**config.mk**
```make
export PLATFORM = sky130hd
export DESIGN_NAME = ps2_host_tx
export DESIGN_NICKNAME = d
export VERILOG_FILES = /design/src/rtl/ps2_host_tx.sv
export SDC_FILE = /design/constraint.sdc
export NUM_CORES = 1
export LEC_CHECK = 0
export CORE_MARGIN = 1
export CORE_UTILIZATION = 25
export CTS_BUF_LIST = sky130_fd_sc_hd__clkbuf_16
export DETAILED_ROUTE_END_ITERATION = 8
export DONT_BUFFER_PORTS = 1
export PLACE_DENSITY = 0.41
export SYNTH_ARGS = -nofsm -noshare
export SYNTH_HDL_FRONTEND = slang
export SYNTH_SLANG_ARGS = --single-unit
```
**constraint.sdc**
```tcl
create_clock -name clk -period 5.1 [get_ports clk]
set_input_delay 0.765 -clock clk [delete_from_list [all_inputs] [get_ports clk]]
set_output_delay 0.765 -clock clk [all_outputs]
set_load 0.005 [all_outputs]
```
**src/rtl/ps2_host_tx.sv**
```systemverilog
// ps2_host_tx: host-to-device PS/2 transmitter.
//
// This block sends one command byte to a PS/2 device, such as 0xED (set
// LEDs), 0xF4 (enable) or 0xFF (reset). It shares the ps2_clk and
// ps2_data pins with the receive path through open-drain pull-low enables.
//
// Frame sequence:
//   1. Inhibit: hold ps2_clk low.
//   2. Start: pull data low, then release the clock.
//   3. On each device falling edge, shift out 8 data bits (LSB first),
//      then odd parity, then a released stop bit.
//   4. Sample the device acknowledge on the 11th falling edge.
//   5. Wait for the bus to go idle, then report done.
//
// Optional build macro PS2_TX_TIMEOUT_EN adds a watchdog. It counts from
// clock release until the acknowledge. When it expires, it aborts the
// frame with tx_error.
//
// Ports:
//   clk                 system clock, rising edge
//   reset               asynchronous, active-low reset
//   tx_data[7:0]        command byte
//   tx_valid            request to send tx_data (accepted only when tx_ready)
//   tx_ready            high only while idle
//   busy                high while a frame is in progress
//   tx_done             one-cycle pulse: byte sent and acknowledged
//   tx_error            one-cycle pulse: NACK, or watchdog timeout
//   ps2_clk_in          raw PS/2 clock pin level
//   ps2_data_in         raw PS/2 data pin level
//   ps2_clk_drive_low   1 = pull ps2_clk low, 0 = release
//   ps2_data_drive_low  1 = pull ps2_data low, 0 = release
//
// Handshake: a request transfers on a rising clk edge where tx_valid and
// tx_ready are both high. tx_data is captured on that edge. tx_valid is
// ignored at all other times.
module ps2_host_tx #(
  parameter int CLK_FREQ_HZ = 50000000,
  parameter int INHIBIT_US  = 100,
  parameter int TIMEOUT_US  = 15000
) (
  input  logic       clk,
  input  logic       reset,
  input  logic [7:0] tx_data,
  input  logic       tx_valid,
  output logic       tx_ready,
  output logic       busy,
  output logic       tx_done,
  output logic       tx_error,
  input  logic       ps2_clk_in,
  input  logic       ps2_data_in,
  output logic       ps2_clk_drive_low,
  output logic       ps2_data_drive_low
);

  // Cycles per microsecond first, so the product stays inside 32 bits.
  localparam int INHIBIT_CYCLES = (CLK_FREQ_HZ / 1000000) * INHIBIT_US;
  localparam int TIMEOUT_CYCLES = (CLK_FREQ_HZ / 1000000) * TIMEOUT_US;
  localparam int INH_W = (INHIBIT_CYCLES > 1) ? $clog2(INHIBIT_CYCLES) : 1;

  typedef enum logic [2:0] {
    S_IDLE, S_INHIBIT, S_START, S_SEND, S_ACK, S_RELEASE
  } state_t;

  state_t           r_state, w_state_n;
  logic             r_clk_s1, r_clk_s2, r_clk_prev;
  logic             r_data_s1, r_data_s2;
  logic [8:0]       r_shift, w_shift_n;      // {parity, data}, shifted out LSB first
  logic [3:0]       r_bit_idx, w_bit_idx_n;  // falling edges seen in this frame
  logic             r_data_low, w_data_low_n;
  logic [INH_W-1:0] r_inh_cnt, w_inh_cnt_n;
  logic             w_fall;
  logic             w_to_hit;
  logic             w_tx_done, w_tx_error;

  assign w_fall = r_clk_prev & ~r_clk_s2;

`ifdef PS2_TX_TIMEOUT_EN
  localparam int TO_W = (TIMEOUT_CYCLES > 1) ? $clog2(TIMEOUT_CYCLES) : 1;
  logic [TO_W-1:0] r_to_cnt;

  assign w_to_hit = ((r_state == S_SEND) || (r_state == S_ACK)) &&
                    (r_to_cnt == TO_W'(TIMEOUT_CYCLES - 1));

  always_ff @(posedge clk or negedge reset) begin
    if (!reset) begin
      r_to_cnt <= '0;
    end else if (r_state == S_START) begin
      r_to_cnt <= '0;
    end else if (((r_state == S_SEND) || (r_state == S_ACK)) && !w_to_hit) begin
      r_to_cnt <= r_to_cnt + 1'b1;
    end
  end
`else
  // No watchdog: the frame waits for device clocks indefinitely. The term
  // below is constant false; it keeps TIMEOUT_CYCLES referenced so both
  // builds share one parameter list.
  assign w_to_hit = 1'b0 & (TIMEOUT_CYCLES > 0);
`endif

  always_ff @(posedge clk or negedge reset) begin
    if (!reset) begin
      r_state    <= S_IDLE;
      r_clk_s1   <= 1'b1;
      r_clk_s2   <= 1'b1;
      r_clk_prev <= 1'b1;
      r_data_s1  <= 1'b1;
      r_data_s2  <= 1'b1;
      r_shift    <= '0;
      r_bit_idx  <= '0;
      r_data_low <= 1'b0;
      r_inh_cnt  <= '0;
    end else begin
      r_clk_s1   <= ps2_clk_in;
      r_clk_s2   <= r_clk_s1;
      r_clk_prev <= r_clk_s2;
      r_data_s1  <= ps2_data_in;
      r_data_s2  <= r_data_s1;
      r_state    <= w_state_n;
      r_shift    <= w_shift_n;
      r_bit_idx  <= w_bit_idx_n;
      r_data_low <= w_data_low_n;
      r_inh_cnt  <= w_inh_cnt_n;
    end
  end

  always_comb begin
    w_state_n    = r_state;
    w_shift_n    = r_shift;
    w_bit_idx_n  = r_bit_idx;
    w_data_low_n = r_data_low;
    w_inh_cnt_n  = r_inh_cnt;
    w_tx_done    = 1'b0;
    w_tx_error   = 1'b0;
    case (r_state)
      S_IDLE: begin
        if (tx_valid) begin
          w_shift_n   = {~^tx_data, tx_data};
          w_inh_cnt_n = '0;
          w_bit_idx_n = '0;
          w_state_n   = S_INHIBIT;
        end
      end
      S_INHIBIT: begin
        if (r_inh_cnt == INH_W'(INHIBIT_CYCLES - 1)) begin
          w_state_n = S_START;
        end else begin
          w_inh_cnt_n = r_inh_cnt + 1'b1;
        end
      end
      S_START: begin
        // The start bit (data low) stays driven until the first device edge.
        w_data_low_n = 1'b1;
        w_bit_idx_n  = '0;
        w_state_n    = S_SEND;
      end
      S_SEND: begin
        if (w_to_hit) begin
          w_tx_error = 1'b1;
          w_state_n  = S_IDLE;
        end else if (w_fall) begin
          w_bit_idx_n = r_bit_idx + 4'd1;
          if (r_bit_idx < 4'd9) begin
            // Edges 1..9: data bits then parity; drive low to send a 0.
            w_data_low_n = ~r_shift[0];
            w_shift_n    = {1'b0, r_shift[8:1]};
          end else begin
            // Edge 10: release the line so the stop bit reads as 1.
            w_data_low_n = 1'b0;
            w_state_n    = S_ACK;
          end
        end
      end
      S_ACK: begin
        if (w_to_hit) begin
          w_tx_error = 1'b1;
          w_state_n  = S_IDLE;
        end else if (w_fall) begin
          w_bit_idx_n = 4'd11;
          if (!r_data_s2) begin
            w_state_n = S_RELEASE;
          end else begin
            w_tx_error = 1'b1;
            w_state_n  = S_IDLE;
          end
        end
      end
      S_RELEASE: begin
        if (r_clk_s2 && r_data_s2) begin
          w_tx_done = 1'b1;
          w_state_n = S_IDLE;
        end
      end
      default: w_state_n = S_IDLE;
    endcase
  end

  // Pin drives decode the registered state, so an asynchronous reset
  // releases the bus immediately, even mid-frame.
  assign tx_ready           = (r_state == S_IDLE);
  assign busy               = (r_state != S_IDLE);
  assign ps2_clk_drive_low  = (r_state == S_INHIBIT) || (r_state == S_START);
  assign ps2_data_drive_low = (r_state == S_START) || ((r_state == S_SEND) && r_data_low);
  assign tx_done            = w_tx_done;
  assign tx_error           = w_tx_error;

endmodule

```
cell_classes.png
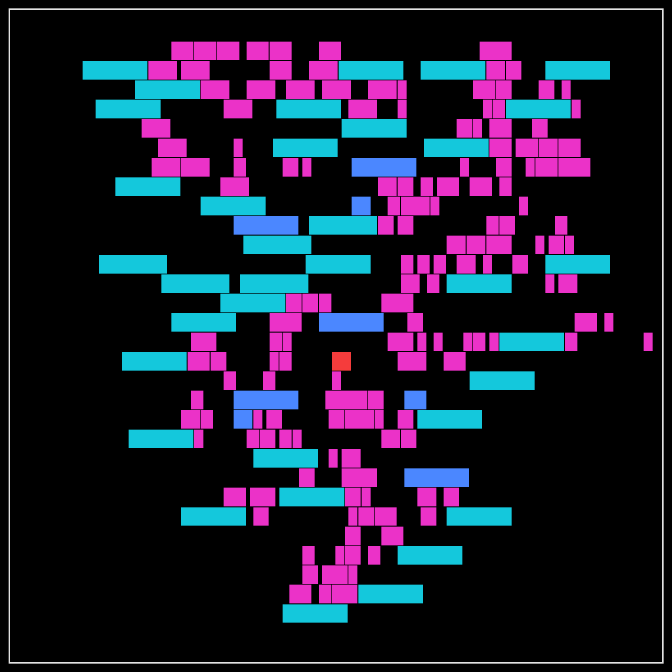
[all other logic] magenta | cells: 155 | share of their area: 51%
[other buffers and delay cells] red | cells: 1 | share of their area: 0.35%
[clock drivers and dummy loads] blue | cells: 8 | share of their area: 7.0%
[flip-flops] cyan | cells: 35 | share of their area: 42%

gate_families.png
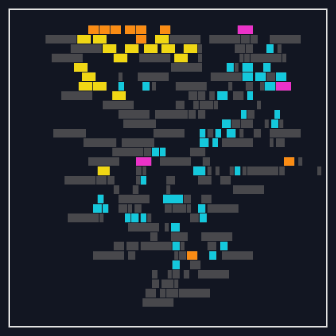
[inverting AOI/OAI gates] cyan | cells: 40 | most used: a31oi_1
[adder and majority cells] magenta | cells: 3 | most used: ha_1
[XOR/XNOR gates] orange | cells: 9 | most used: xnor2_1
[multiplexers] yellow | cells: 16 | most used: mux2_2

==> metrics.cfg <==
[floorplanning]
tap-cell-count=102
floorplan.core_util_pct=25.9
coreArea_mm2=0.00773
ios=19
die_h_um=91.4
die_width_um=91.4

[setup_path]
cp.arrival_ns=1.62
cp.required_ns=4.34
crit_path_max_fanout=5
cp.depth=3
r2r_slack_ns=2.75
cpMaxStageDelayCell=dfstp_2
end_kind=output pin
crit_type=register to output pin
worstSetupStartpoint=r_clk_prev$_DFF_PN1_
regToRegEndpoint=r_inh_cnt[0]$_DFFE_PN0P_
startpoint_type=register
critPathBufInv=0
cp_top_family=simple AND/OR/NAND/NOR gates
r2r-start=r_inh_cnt[0]$_DFFE_PN0P_

[synthesis]
ys_seq_share_pct=44.1
synthTopCellsByArea=dfrtp_1 (38%), mux2_2 (8.5%), dfstp_2 (6.6%)
edf_count=0
ys_sh_aoi_pct=21.7
syn_inst=198
yosys_area_mm2=0.00200
async_flop_share_pct=100
top_cell=dfrtp_1
ff_type=dfrtp_1
yosys_warnings=0
ys_sh_simple_pct=15.8
syn_nets=214
syn_area_mm2=0.00200
top_area_share_pct=37.6
synth.mux.area_fraction_pct=8.95
synth.logic.top_family=AND-OR/OR-AND gates

[status]
outcome=complete, no violations

[power_and_ir_drop]
internal_power_uw=684
p_switching_uw=379
power_leakage_nw=0.954
peakVddDrop_uv=133
powerDensity_mw_per_mm2=473

[cts]
cts.htree.levels=2
cts_tree=yes
root_buffer=clkbuf_16
cts_sinks=35
clk_pin_slew_ns=0.06
insertion_delay_ns=0.28
cts_buffers=5
postCtsSetupRepairBufs=0

[placement]
place_ws_ns=2.83
placed_area_mm2=0.00210

[routing]
num_vias=1500
dr.pass1.iters=4
ant_nets=0
drt_iter0_drc=99
drc_errors=0
vias_per_cell=4.98

[final_timing]
slew_violations=0
rsz0062_at_grt=false
finalCriticalPeriod_ns=2.39
fmax_ghz=0.419
final.setup_skew_ns=0.00601
setup_ws_ns=2.71
worstMarginPinSlew_ns=0.988
min_period_over_period_pct=46.8
slew-limit-headroom_pct=33.9
tns_ns=0

[layout]
clockNetworkAreaShare_pct=6.63
fin_area_mm2=0.00224
diodes=0
sh_comb_area_pct=46.5
clkbuf_count=5
fill_cells=818
sh_seq_area_pct=39.3
multi_input_comb_cells=146
fin_cells=301
seq_cells=35
drive_gt1_share_pct=16.6
area_growth_pct=12.3
combGateArea_mm2=0.00104
layout_top_cells=dfrtp_1 (30), nand2_1 (16), mux2_2 (15)

[global_route]
grt_pass1_wl_um=7440
groute.usage.overall_pct=11.3
grt_antenna_before_repair=0
grt_pass1_vias=1440
grt-ovfl-total=0

[min_path]
hold_path.class=primary input to asynchronous set/reset pin

[run]
max_cap_violations=0

clock_map.png
The bar under the picture is 20 um long.
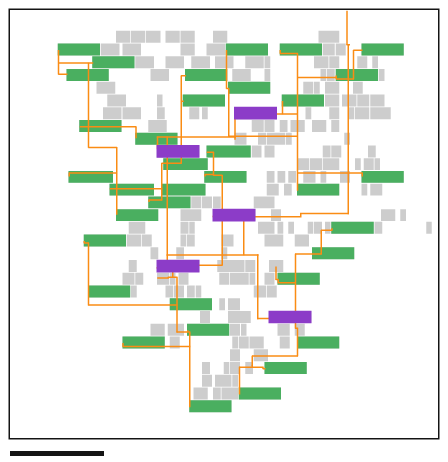
[clock wires] orange | length: 597 um
[flip-flops] green | count: 35
[cells driving clock nets] purple | count: 5
routed clock nets: 6

-- flip-flops by register name, indices dropped and copies added (netlist names), 3 cells and up --
name	cells
r_bit_idx	4
r_inh_cnt	13
r_shift	9
r_state	3
-- layer usage --
| layer | global-route usage (%) | vias up | part of all wire [%] |
|---|---|---|---|
| met3 | 3.02 | 7 | 3.2 |
| li1 | - | 742 | - |
| met2 | 16.6 | 17 | 46 |
| met1 | 15.4 | 734 | 49 |
| met5 | 0 | - | 0 |
| met4 | 5.16 | 0 | 1.8 |
-- power groups by stage --
stage	logic, mW	clock network (mW)	registers (mW)
floorplan	0.260	0	0.420
global placement	0.305	0	0.452
detailed placement	0.303	0	0.453
CTS	0.304	0.319	0.449
global route	0.346	0.329	0.464
finish	0.302	0.312	0.449
Power and IR drop assume default switching activity.
